File: src/rtl/muldiv_iter_pkg.sv
// Shared encodings for the iterative multiply/divide unit.
// Holds the Op_ID codes (also used by ALU-control decode) and FSM states.
package muldiv_iter_pkg;

    typedef enum logic [1:0] {
        MD_MULT  = 2'b00,
        MD_MULTU = 2'b01,
        MD_DIV   = 2'b10,
        MD_DIVU  = 2'b11
    } md_op_e;

    typedef enum logic [1:0] {
        ST_IDLE = 2'b00,
        ST_RUN  = 2'b01,
        ST_FIX  = 2'b10
    } md_state_e;

    function automatic logic md_is_div(input logic [1:0] op);
        return op[1];
    endfunction

    function automatic logic md_is_signed(input logic [1:0] op);
        return ~op[0];
    endfunction

endpackage

File: src/rtl/muldiv_iter_step.sv
// md_step: one radix-2 step of shift-add multiply or restoring divide.
// Ports: i_acc/i_operand/i_div in; o_acc (next acc), o_qbit (quotient bit) out.
module md_step #(
    parameter int WIDTH = 32
) (
    input  logic [2*WIDTH-1:0] i_acc,
    input  logic [WIDTH-1:0]   i_operand,
    input  logic               i_div,
    output logic [2*WIDTH-1:0] o_acc,
    output logic               o_qbit
);
    logic [WIDTH:0] w_add;
    logic [WIDTH:0] w_msum;
    logic [WIDTH:0] w_rsh;
    logic [WIDTH:0] w_diff;
    logic           w_q;

    always_comb begin
        // Multiply: acc = {partial product, remaining multiplier bits}.
        w_add  = {1'b0, i_acc[2*WIDTH-1:WIDTH]} + {1'b0, i_operand};
        w_msum = i_acc[0] ? w_add : {1'b0, i_acc[2*WIDTH-1:WIDTH]};
        // Divide: acc = {remainder, dividend bits / quotient bits}.
        w_rsh  = i_acc[2*WIDTH-1:WIDTH-1];
        w_diff = w_rsh - {1'b0, i_operand};
        w_q    = ~w_diff[WIDTH];
        o_acc  = {w_msum, i_acc[WIDTH-1:1]};
        o_qbit = 1'b0;
        if (i_div) begin
            // The quotient bit slot is left clear; the caller inserts o_qbit.
            o_acc  = {(w_q ? w_diff[WIDTH-1:0] : w_rsh[WIDTH-1:0]),
                      i_acc[WIDTH-2:0], 1'b0};
            o_qbit = w_q;
        end
    end

endmodule

File: src/rtl/muldiv_iter.sv
// Iterative MULT/MULTU/DIV/DIVU unit writing HI/LO, one bit per cycle.
// Ports: clk/reset/flush, Start_ID/Op_ID/SrcA_ID/SrcB_ID, MtHi_ID/MtLo_ID,
// RdHiLo_ID in; Hi_EX/Lo_EX, MdBusy_EX/MdDone_EX/MdStall_EX out.
module muldiv_iter
    import muldiv_iter_pkg::*;
#(
    parameter int WIDTH = 32
) (
    input  logic             clk,
    input  logic             reset,
    input  logic             flush,
    input  logic             Start_ID,
    input  logic [1:0]       Op_ID,
    input  logic [WIDTH-1:0] SrcA_ID,
    input  logic [WIDTH-1:0] SrcB_ID,
    input  logic             MtHi_ID,
    input  logic             MtLo_ID,
    input  logic             RdHiLo_ID,
    output logic [WIDTH-1:0] Hi_EX,
    output logic [WIDTH-1:0] Lo_EX,
    output logic             MdBusy_EX,
    output logic             MdDone_EX,
    output logic             MdStall_EX
);
    localparam int CW = $clog2(WIDTH) + 1;

    md_state_e          r_state;
    md_state_e          w_next;
    logic [CW-1:0]      r_cnt;
    logic [2*WIDTH-1:0] r_acc;
    logic [WIDTH-1:0]   r_b;
    logic               r_div;
    logic               r_neg_q;
    logic               r_neg_r;
    logic               r_divz;
    logic [WIDTH-1:0]   r_hi;
    logic [WIDTH-1:0]   r_lo;

    logic               w_start;
    logic               w_done;
    logic               w_mt_ok;
    logic               w_sgn;
    logic               w_a_neg;
    logic               w_b_neg;
    logic [WIDTH-1:0]   w_a_mag;
    logic [WIDTH-1:0]   w_b_mag;
    logic [2*WIDTH-1:0] w_step_acc;
    logic               w_qbit;
    logic [2*WIDTH-1:0] w_prod;
    logic [WIDTH-1:0]   w_quo;
    logic [WIDTH-1:0]   w_rem;

    md_step #(.WIDTH(WIDTH)) u_step (
        .i_acc     (r_acc),
        .i_operand (r_b),
        .i_div     (r_div),
        .o_acc     (w_step_acc),
        .o_qbit    (w_qbit)
    );

    always_comb begin
        w_next  = r_state;
        w_start = 1'b0;
        w_done  = 1'b0;
        unique case (r_state)
            ST_IDLE: begin
                if (Start_ID && !flush) begin
                    w_next  = ST_RUN;
                    w_start = 1'b1;
                end
            end
            ST_RUN: begin
                if (flush)
                    w_next = ST_IDLE;
                else if (r_cnt == CW'(1))
                    w_next = ST_FIX;
            end
            ST_FIX: begin
                w_next = ST_IDLE;
                w_done = ~flush;
            end
            default: w_next = ST_IDLE;
        endcase
    end

    always_comb begin
        w_mt_ok = (r_state == ST_IDLE) && !flush;
        w_sgn   = md_is_signed(Op_ID);
        w_a_neg = w_sgn & SrcA_ID[WIDTH-1];
        w_b_neg = w_sgn & SrcB_ID[WIDTH-1];
        w_a_mag = w_a_neg ? -SrcA_ID : SrcA_ID;
        w_b_mag = w_b_neg ? -SrcB_ID : SrcB_ID;
        // Sign fix-up on magnitude results.
        w_prod  = r_neg_q ? -r_acc : r_acc;
        w_quo   = r_neg_q ? -r_acc[WIDTH-1:0] : r_acc[WIDTH-1:0];
        w_rem   = r_neg_r ? -r_acc[2*WIDTH-1:WIDTH] : r_acc[2*WIDTH-1:WIDTH];
        // Divide by zero reports all ones regardless of sign.
        if (r_divz)
            w_quo = '1;
    end

    always_ff @(posedge clk) begin
        if (reset) begin
            r_state <= ST_IDLE;
            r_cnt   <= '0;
            r_acc   <= '0;
            r_b     <= '0;
            r_div   <= 1'b0;
            r_neg_q <= 1'b0;
            r_neg_r <= 1'b0;
            r_divz  <= 1'b0;
            r_hi    <= '0;
            r_lo    <= '0;
        end else begin
            r_state <= w_next;
            if (w_mt_ok && MtHi_ID)
                r_hi <= SrcA_ID;
            if (w_mt_ok && MtLo_ID)
                r_lo <= SrcA_ID;
            if (w_start) begin
                r_cnt   <= CW'(WIDTH);
                r_acc   <= {{WIDTH{1'b0}}, w_a_mag};
                r_b     <= w_b_mag;
                r_div   <= md_is_div(Op_ID);
                r_neg_q <= w_a_neg ^ w_b_neg;
                r_neg_r <= w_a_neg;
                r_divz  <= md_is_div(Op_ID) && (SrcB_ID == '0);
            end else if (r_state == ST_RUN && !flush) begin
                r_cnt <= r_cnt - CW'(1);
                r_acc <= w_step_acc | {{(2*WIDTH-1){1'b0}}, w_qbit};
            end
            if (w_done) begin
                if (r_div) begin
                    r_hi <= w_rem;
                    r_lo <= w_quo;
                end else begin
                    r_hi <= w_prod[2*WIDTH-1:WIDTH];
                    r_lo <= w_prod[WIDTH-1:0];
                end
            end
        end
    end

    assign Hi_EX      = r_hi;
    assign Lo_EX      = r_lo;
    assign MdBusy_EX  = (r_state != ST_IDLE);
    assign MdDone_EX  = w_done & ~reset;
    assign MdStall_EX = MdBusy_EX & (RdHiLo_ID | Start_ID | MtHi_ID | MtLo_ID);

endmodule
File: config.mk
export PLATFORM = sky130hd
export DESIGN_NAME = muldiv_iter
export DESIGN_NICKNAME = d
export VERILOG_FILES = /design/src/rtl/muldiv_iter_pkg.sv /design/src/rtl/muldiv_iter_step.sv /design/src/rtl/muldiv_iter.sv
export SDC_FILE = /design/constraint.sdc
export NUM_CORES = 1
export LEC_CHECK = 0
export CAP_MARGIN = 30
export CORE_MARGIN = 1
export CORE_UTILIZATION = 30
export CTS_CLUSTER_DIAMETER = 50
export CTS_CLUSTER_SIZE = 20
export DETAILED_ROUTE_END_ITERATION = 12
export SLEW_MARGIN = 40
export SYNTH_ARGS = -nofsm -noshare
export SYNTH_HDL_FRONTEND = slang
export SYNTH_SLANG_ARGS = --single-unit
File: constraint.sdc
create_clock -name clk -period 5.5 [get_ports clk]
set_input_delay 1.375 -clock clk [delete_from_list [all_inputs] [get_ports clk]]
set_output_delay 1.375 -clock clk [all_outputs]
set_load 0.01 [all_outputs]
**Metal 1**

Bar = 50 µm. Supply wires on this layer in grey.
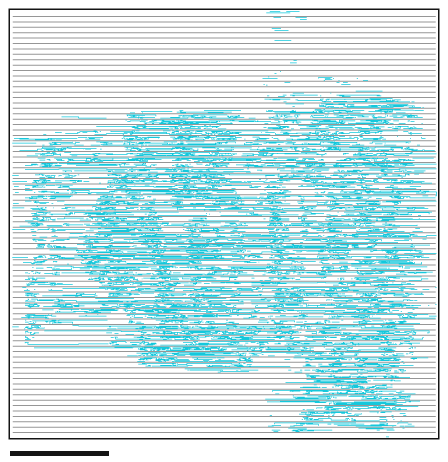
- nets with wire on the layer: 1,842
- share of all routed wire: 48%
- wire length on this layer: 22.9 mm
- main direction: horizontal
routed wire length: 47,600 µm
via count: 14.0k

**Met2 routing**

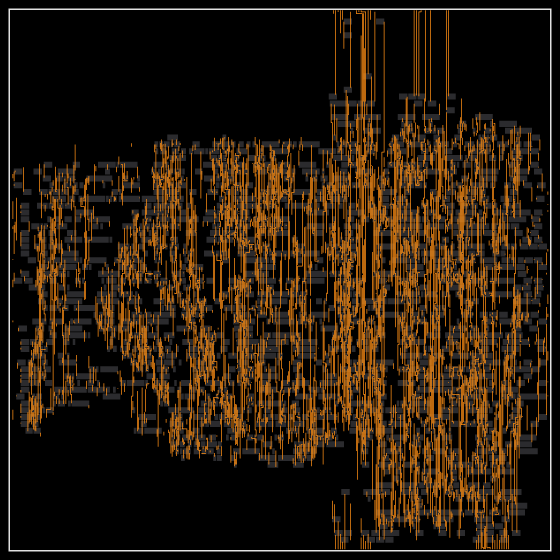
- main direction: vertical
- longest straight run: 79.9 µm
- nets with wire on the layer: 1,570
- share of all routed wire: 44%
- wire length on this layer: 20.7 mm

==> results.sh <==
# flow metrics
export IMPL_maxCapViolations=0
export IMPL_synth_top_cell_area_share_pct=25.2
export IMPL_tool_warnings=27
export IMPL_cts_tree="built"
export IMPL_areaGrowthSynthToFinish_pct=18.6
export IMPL_total_leakage_power_nw=6.04
export IMPL_power_density_nw_per_um2=223
export IMPL_path_depth=11
export IMPL_p_int_w=0.00237
export IMPL_p_comb_share_pct=26.6
export IMPL_dp_cells=2416
export IMPL_p_clk_w=0.00126
export IMPL_worst_path_buf_inv=1
export IMPL_nWellTaps=592
export IMPL_buf_share_pct=10.1
export IMPL_grt_overflow_total=0
export IMPL_path_common_cell="or3_1"
export IMPL_path_max_fanout=5
export IMPL_ys_warn_count=0
export IMPL_setup_ws_ps=1170
export IMPL_simple_gate_area_share_pct=17.9
export IMPL_core_area_um2=44600
export IMPL_r2r_start="r_acc[31]"
export IMPL_layout_min_cycle_time_ps=4330
export IMPL_ys_sh_xor_pct=11.3
export IMPL_ys_sh_adder_pct=6.70
export IMPL_nets=1989
export IMPL_crit_chain="clkdlybuf4s50_1 > or4_1 > or3_1 > or3_1 > or2_2 > nor3_2 > nand2_1 > nor4_1 > a21oi_1 > xnor2_1 > o22ai_1"
export IMPL_comb_cells=1429
export IMPL_syn_avg_cell_area_um2=7.63
export IMPL_drtPass1Iterations=6
export IMPL_syn_nets=1936
export IMPL_ys_types=70
export IMPL_largestClassByArea="combinational gates"
export IMPL_chipArea_um2=46400
export IMPL_numSynthFlops=172
export IMPL_die_w_um=215
export IMPL_mux_share_pct=3.36
export IMPL_setup_viol_count_final=0
export IMPL_post_route_period_util_pct=78.7
export IMPL_power_leader="registers"
export IMPL_dp_slack_ps=719
export IMPL_status="complete, no violations"
export IMPL_whs_path_depth=2
export IMPL_endpoint_kind="register"
export IMPL_clock_sinks=172
export IMPL_initial_utilization_pct=30.6
**The metal 3 layer**

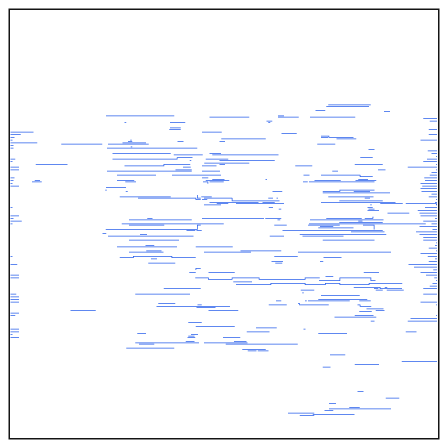
- longest straight run: 58.4 µm
- share of all routed wire: 7.3%
M3 GR Usage: 3.04%

cells by family after synthesis:
kind of cell | Yosys count
and+or+nand+nor | 525
AOI/OAI and AO/OA | 610
muxes | 45
buffers and inverters | 190
DFF | 172
xor gates and xnor gates | 177
adders and majority gates | 72
layer usage:
metal | routed length, µm | GRT usage [%] | vias up | share of wire, %
met5 | 0 | 0 | - | 0
met4 | 484 | 3.19 | 0 | 1.0
met3 | 3500 | 3.04 | 37 | 7.3
met2 | 20700 | 30.5 | 563 | 44
met1 | 22900 | 29.7 | 6641 | 48
li1 | - | - | 6732 | -
layout by cell type (no fill, tap or decap), types with 13 or more instances in the layout:
master / Yosys / layout
inv_1: 59 / 59
clkdlybuf4s50_1: 0 / 138
nor2_1: 196 / 195
xnor2_1: 75 / 74
ha_1: 70 / 70
o21ai_0: 117 / 117
a31oi_1: 22 / 22
o22ai_1: 13 / 13
a222oi_1: 31 / 31
a21oi_1: 146 / 145
mux2i_1: 38 / 38
nand2b_1: 18 / 18
clkbuf_16: 0 / 17
and3_1: 13 / 13
xor2_1: 102 / 101
or3_1: 23 / 23
o31ai_1: 23 / 23
a21o_1: 32 / 32
nand3_1: 29 / 28
buf_4: 0 / 24
nor2b_1: 14 / 13
dfxtp_1: 172 / 171
nor3_1: 33 / 32
a211oi_1: 86 / 85
a221oi_1: 33 / 33
nor4_1: 17 / 17
o211ai_1: 16 / 16
nand2_1: 134 / 133
worst max path at each step:
stage	endpoint	slack, ps	startpoint
CTS	r_b[29]	1190	SrcB_ID[8]
global route	r_b[29]	820	SrcB_ID[8]
detailed placement	r_b[29]	720	SrcB_ID[8]
floorplan	r_b[29]	1510	SrcB_ID[8]
finish	r_b[29]	1170	SrcB_ID[8]
global placement	r_b[29]	770	SrcB_ID[8]
